Design text_video_timing, sky130hd; sources not shown.
**Selected gate families**

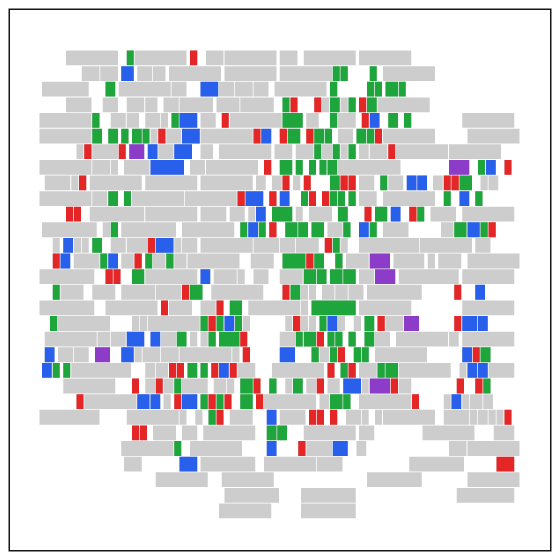
NAND gates: in green, cells 123, most used nand2_1. inverting AOI/OAI gates: in blue, cells 49, most used o21ai_0. AND-OR and OR-AND gates: in purple, cells 7. inverters: in red, cells 82, most used inv_1.
combinational share of cell area: 40.75%
Commonest Layout Cell: nand2_1
final instance count without filler cells: 618

**Routed metal, one color a layer**

Only two layers are drawn.
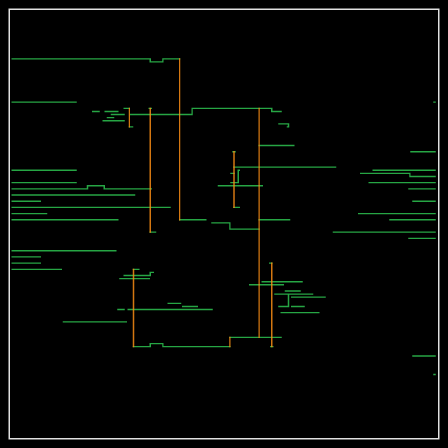
met3: in green, wire length 642 microns. met4: in orange, wire length 167 microns.
Routed WL per cell: 14.41 microns
via count: 3365
Total GRT Usage: 20.23%
Detailed Route WL: 8.905 mm

**Register map, names as in the netlist**

The bar under the picture is 20 microns long.
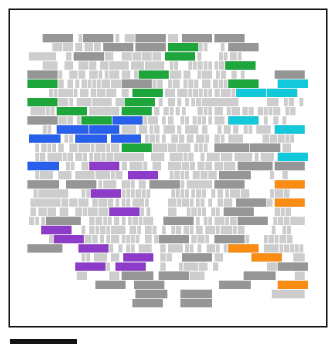
r_bcnt: in orange, flops 5, where south-east. char_row: in cyan, flops 6. r_base: in green, flops 13. char_col: in blue, flops 7, where west. r_h: in purple, flops 10.
final core occ: 71.78%
flop share of the area: 42.97%

==> impl_metrics.json <==
{
  "required_ns": 3.14,
  "mux_share_pct": 0,
  "seq_area_sq_mm": 0.002107,
  "route.met2.wl_mm": 4.417,
  "top_cell_area_share_pct": 45.48,
  "logic_gates": 314,
  "synth_flop_count": 83,
  "inv_count": 82,
  "io-pin-count": 41,
  "top_area_cell": "dfrtp_1",
  "finalNetCount": 541,
  "skew_ns": 0.01656,
  "syn_nets": 505,
  "slew_viol_final": 0,
  "powerClk_mw": 0.687,
  "yosys_most_used_dff": "dfrtp_1",
  "dpl_cell_area_sq_mm": 0.004446,
  "worst-r2r-setup-slack_ns": -0.33,
  "logic_area_sq_mm": 0.001998,
  "violations": "setup timing",
  "switching_share_pct": 23.17,
  "vdd_drop_max_uv": 214.0,
  "row_count": 30,
  "cts_tree": "yes",
  "antenna_found_initial": 0,
  "synthTopLogicFamily": "simple AND/OR/NAND/NOR gates",
  "use_met3_pct": 7.692,
  "setup_ws_ns": -0.3328,
  "edf_count": 0,
  "post-cts-setup-buffers": 11,
  "topCellsByArea": "dfrtp_1 45%, nand2_1 6.9%, inv_1 6.4%",
  "clk_path_buf_depth": 2,
  "hpwl_mm": 5.866,
  "grt-ovfl-total": 0,
  "wl_met1_mm": 3.680,
  "ys_sh_xor_pct": 3.721,
  "cts_resized": 14,
  "internal_power_mw": 1.479,
  "synth_area_sq_mm": 0.004237,
  "die_w_microns": 94.03,
  "ys_async_sr_fraction_pct": 100.0,
  "holdBufCountCts": 1,
  "nClkBuffers": 9,
  "clock_cell_area_share_pct": 2.756,
  "n_all_buffers": 27,
  "yosys-stat-cells": 481,
  "io_buffer_count": 0,
  "root_buffer": "clkbuf_4",
  "drt_iter0_markers": 166,
  "fmax_mhz": 319.2,
  "status": "finished, violations left",
  "hold_class": "in -> async",
  "dominant-cell-class": "flip-flops and latches",
  "stdcell_area_sq_mm": 0.004903,
  "buf_share_pct": 4.695,
  "power.density_mw_per_mm2": 392.5,
  "drc": 0,
  "n_fill_cell": 491,
  "synthMostInstantiatedCell": "nand2_1",
  "finalSetupViolations": 7,
  "layout-drive-gt1-share_pct": 24.14,
  "grt_use_met1_pct": 25.38
}
